**config.mk**
```make
export PLATFORM = sky130hd
export DESIGN_NAME = relu_drain_fifo_l4
export DESIGN_NICKNAME = d
export VERILOG_FILES = /design/src/rtl/l4_pkg.sv /design/src/rtl/vec_fifo_l4.sv /design/src/rtl/relu_drain_fifo_l4.sv
export SDC_FILE = /design/constraint.sdc
export NUM_CORES = 1
export LEC_CHECK = 0
export ABC_AREA = 1
export CAP_MARGIN = 20
export CELL_PAD_IN_SITES_DETAIL_PLACEMENT = 1
export CELL_PAD_IN_SITES_GLOBAL_PLACEMENT = 2
export CORE_ASPECT_RATIO = 1.5
export CORE_UTILIZATION = 39
export DETAILED_ROUTE_END_ITERATION = 10
export GPL_TIMING_DRIVEN = 1
export HOLD_SLACK_MARGIN = 0.08
export PLACE_DENSITY = 0.76
export SLEW_MARGIN = 25
export SYNTH_ARGS = -nofsm -noshare
export SYNTH_HDL_FRONTEND = slang
export SYNTH_SLANG_ARGS = --single-unit
```
**constraint.sdc**
```tcl
create_clock -name clk -period 9.4 [get_ports clk]
set_clock_uncertainty 0.15 [all_clocks]
set_input_delay 2.82 -clock clk [delete_from_list [all_inputs] [get_ports clk]]
set_output_delay 2.82 -clock clk [all_outputs]
set_load 0.01 [all_outputs]
```
**src/rtl/l4_pkg.sv**
```systemverilog
// Shared definitions for the layer-4 datapath: word width, channel-index width
// and the per-word ReLU clamp applied on buffer write.
package l4_pkg;

   localparam int DATA_W = 16;

   // Width of a channel index for an M-channel vector (at least one bit)
   function automatic int ch_w(input int m);
      int w_res;
      if (m > 1) begin
         w_res = $clog2(m);
      end else begin
         w_res = 1;
      end
      return w_res;
   endfunction

   // Negative words become zero when the clamp is enabled
   function automatic logic [DATA_W-1:0] relu_word(input logic [DATA_W-1:0] w_in,
                                                   input logic             w_en);
      logic [DATA_W-1:0] w_res;
      if (w_en && w_in[DATA_W-1]) begin
         w_res = {DATA_W{1'b0}};
      end else begin
         w_res = w_in;
      end
      return w_res;
   endfunction

endpackage

```
**src/rtl/vec_fifo_l4.sv**
```systemverilog
// DEPTH-entry buffer of whole M-channel vectors. Full/empty come from the
// occupancy count, so the pointers may freely coincide.
module vec_fifo_l4
   import l4_pkg::*;
#(
   parameter int M     = 8,
   parameter int DEPTH = 4
) (
   input  logic                      clk,
   input  logic                      rst_n,
   input  logic                      i_push,
   input  logic                      i_pop,
   input  logic [M*DATA_W-1:0]       i_wdata,
   output logic [M*DATA_W-1:0]       o_rdata,
   output logic [$clog2(DEPTH):0]    o_level
);

   localparam int PW = $clog2(DEPTH);
   localparam int LW = $clog2(DEPTH) + 1;

   logic [M*DATA_W-1:0] r_mem [DEPTH];
   logic [PW-1:0]       r_wr_ptr;
   logic [PW-1:0]       r_rd_ptr;
   logic [LW-1:0]       r_level;

   // Vector storage; contents are don't-care until written
   always_ff @(posedge clk) begin
      if (i_push) begin
         r_mem[r_wr_ptr] <= i_wdata;
      end
   end

   // Write pointer, wraps DEPTH-1 -> 0
   always_ff @(posedge clk or negedge rst_n) begin
      if (!rst_n) begin
         r_wr_ptr <= {PW{1'b0}};
      end else if (i_push) begin
         if (r_wr_ptr == PW'(DEPTH - 1)) begin
            r_wr_ptr <= {PW{1'b0}};
         end else begin
            r_wr_ptr <= r_wr_ptr + PW'(1);
         end
      end
   end

   // Read pointer, wraps DEPTH-1 -> 0
   always_ff @(posedge clk or negedge rst_n) begin
      if (!rst_n) begin
         r_rd_ptr <= {PW{1'b0}};
      end else if (i_pop) begin
         if (r_rd_ptr == PW'(DEPTH - 1)) begin
            r_rd_ptr <= {PW{1'b0}};
         end else begin
            r_rd_ptr <= r_rd_ptr + PW'(1);
         end
      end
   end

   // Occupancy: simultaneous push and pop leave it unchanged
   always_ff @(posedge clk or negedge rst_n) begin
      if (!rst_n) begin
         r_level <= {LW{1'b0}};
      end else begin
         case ({i_push, i_pop})
            2'b10:   r_level <= r_level + LW'(1);
            2'b01:   r_level <= r_level - LW'(1);
            default: r_level <= r_level;
         endcase
      end
   end

   assign o_rdata = r_mem[r_rd_ptr];
   assign o_level = r_level;

endmodule

```
**src/rtl/relu_drain_fifo_l4.sv**
```systemverilog
// Layer-4 output stage: ReLU on write, vector buffering, and word-serial drain
// of each buffered vector; overflow is flagged because upstream cannot stall.
module relu_drain_fifo_l4
   import l4_pkg::*;
#(
   parameter int M     = 8,
   parameter int DEPTH = 4
) (
   input  logic                     clk,
   input  logic                     rst,
   input  logic                     in_valid,
   input  logic [M*DATA_W-1:0]      in_data,
   input  logic                     relu_en,
   output logic                     in_ready,
   output logic                     out_valid,
   output logic [DATA_W-1:0]        out_data,
   output logic [ch_w(M)-1:0]       out_ch,
   output logic                     out_last,
   input  logic                     out_ready,
   output logic [$clog2(DEPTH):0]   level,
   output logic                     ovf_err
);

   localparam int CH_W = ch_w(M);
   localparam int LW   = $clog2(DEPTH) + 1;

   logic [M*DATA_W-1:0] w_wdata;
   logic [M*DATA_W-1:0] w_head;
   logic [LW-1:0]       w_level;
   logic                w_in_ready;
   logic                w_out_valid;
   logic                w_ch_last;
   logic                w_beat;
   logic                w_push;
   logic                w_pop;
   logic [DATA_W-1:0]   w_out_data;
   logic [CH_W-1:0]     r_ch;
   logic                r_ovf_err;

   // ReLU clamp applied per channel before the vector enters storage
   always_comb begin
      w_wdata = {(M*DATA_W){1'b0}};
      for (int i = 0; i < M; i++) begin
         w_wdata[i*DATA_W +: DATA_W] = relu_word(in_data[i*DATA_W +: DATA_W], relu_en);
      end
   end

   // in_ready looks only at the registered level, so a same-cycle pop never frees a slot
   assign w_in_ready  = (w_level < LW'(DEPTH));
   assign w_out_valid = (w_level != {LW{1'b0}});
   assign w_ch_last   = (r_ch == CH_W'(M - 1));
   assign w_beat      = w_out_valid && out_ready;
   assign w_push      = in_valid && w_in_ready;
   assign w_pop       = w_beat && w_ch_last;

   vec_fifo_l4 #(
      .M     (M),
      .DEPTH (DEPTH)
   ) u_fifo (
      .clk     (clk),
      .rst_n   (rst),
      .i_push  (w_push),
      .i_pop   (w_pop),
      .i_wdata (w_wdata),
      .o_rdata (w_head),
      .o_level (w_level)
   );

   // Channel counter walks the head vector one beat at a time
   always_ff @(posedge clk or negedge rst) begin
      if (!rst) begin
         r_ch <= {CH_W{1'b0}};
      end else if (w_beat) begin
         if (w_ch_last) begin
            r_ch <= {CH_W{1'b0}};
         end else begin
            r_ch <= r_ch + CH_W'(1);
         end
      end
   end

   // Sticky overflow flag: a vector arrived with no free slot
   always_ff @(posedge clk or negedge rst) begin
      if (!rst) begin
         r_ovf_err <= 1'b0;
      end else if (in_valid && !w_in_ready) begin
         r_ovf_err <= 1'b1;
      end
   end

   // Head word select, forced to zero while empty so unwritten storage never leaks out
   always_comb begin
      w_out_data = {DATA_W{1'b0}};
      if (w_out_valid) begin
         w_out_data = w_head[int'(r_ch)*DATA_W +: DATA_W];
      end else begin
         w_out_data = {DATA_W{1'b0}};
      end
   end

   assign in_ready  = w_in_ready;
   assign out_valid = w_out_valid;
   assign out_data  = w_out_data;
   assign out_ch    = r_ch;
   assign out_last  = w_out_valid && w_ch_last;
   assign level     = w_level;
   assign ovf_err   = r_ovf_err;

endmodule

```
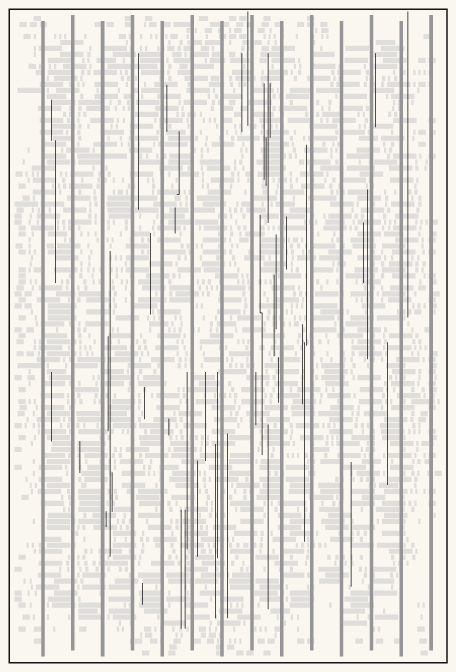
Fig. 1. Metal 4.
Supply wires on this layer in gray.
wire length on this layer = 2260 µm
share of all routed wire = 3.4%
main direction = vertical
final WL: 66.1 mm
vias: 15488

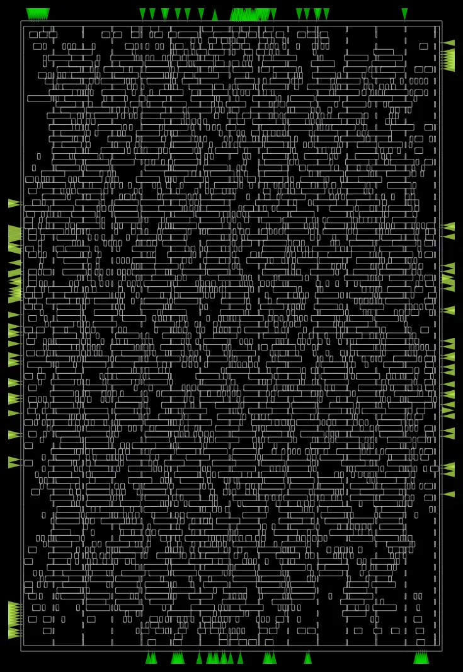
Fig. 2. Placed standard cells.
Rows: 107
filler cell count: 6192
fin util: 0.459
flop count: 523
fin cells: 3007

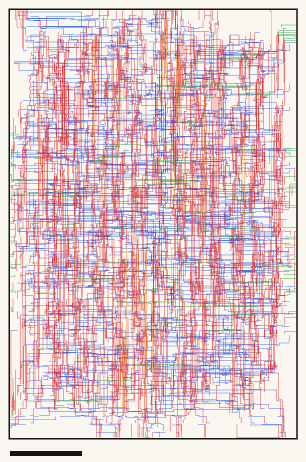
Fig. 3. Wiring by layer.
Scale bar: 50 µm.
metal 3 -> green  # wire length 2230 µm
metal 1 -> blue  # wire length 26.8 mm
metal 4 -> orange  # wire length 2260 µm
metal 2 -> red  # wire length 34.8 mm
All-Layer GR Usage: 0.229
WL/cell: 22.0 µm

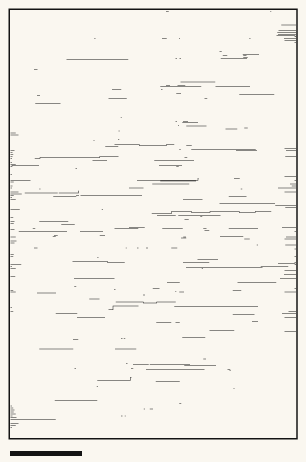
Fig. 4. The metal 3 layer.
Scale bar: 50 µm.
longest straight run = 57.7 µm
nets with wire on the layer = 147
main direction = horizontal
share of all routed wire = 3.4%
wire length on this layer = 2230 µm
routing usage on met3: 0.0240

==> changes_impl.md <==
## Implementation

* Routed wl met2 at roughly 35 mm
* Max FFs per register at ~500
* Most frequent cell after synthesis: nand2_1
* # IOs at 159
* Chip area in the Yosys report at 22500 µm²
* Post-CTS Resized at 0
* Design Area, Final at between 20000 and 30000 µm²
* CP most frequent cell: nand2_1
* Synth Net Count at 2232
* Critical-path top delay cell: dfrtp_4
* Seq area share at 0.600
* Pre-CTS WS at 2.68 ns
* Final worst slack at 2.01 ns
* Antenna violations before repair at 0
* Total grt overflow at 0
* Delay-heaviest family, CP: buffers and inverters
* Synth Flop Type: edfxtp_1
* Clock transition at the registers of the reported paths at approximately 0.06 ns
* Clk power at 2.03 mW
* CTS Sinks at 523
* Endpoint type of the worst setup path: output pin
* Fmax at 135 MHz
* VDD IR max at 0.206 mV
* Max Buffers Root-to-Sink at 3
* Non-clk bufs at 178
* P_seq at 3.06 mW
* First-pass GRT wire length at 98.8 mm
* Main logic family after synthesis: simple AND/OR/NAND/NOR gates
* Synthesized flop and latch total at 523
* Worst Setup SP: u_fifo.r_rd_ptr[0]$_DFFE_PN0P_
* CP Capture Point: out_data[3]
* Logic pwr share at 0.362
* RSZ-0062 raised after global routing: false
* PD cells at just over 300 nW/µm²
* Synth warn at 0
* Clk_lat worst skew at between 0.5 and 0.6 ns
* Htree depth at 2
* Clock-cell share at 0.0629
* Ant. Diodes at 0
* Clkbuf count at approximately 68
* Root Buffer Master: clkbuf_16
* Number of cells on the critical path at 11
* Fraction of area in multi-input gates at 0.210
* Worst hold slack at 0.314 ns
* Full die area at 58700 µm²
* Cts hold-fix bufs at 0
* Internal power at about 4.9 mW
* Largest class: registers
* Placed cell area at around 24000 µm²
* Setup Viol. Count Final at 0
* Status: finished clean
* Final Max Tran Viols at 0
* Commonest cells in the netlist: nand2_1 (640), edfxtp_1 (512), nand3_1 (341), nor2_1 (243), inv_1 (148)
* Yosys adder share at 0.00533
* Syn Inst Count at approximately 2100
* Max_slew headroom at 0.334
No activity file was given, so power comes from the tool's default toggle rates.
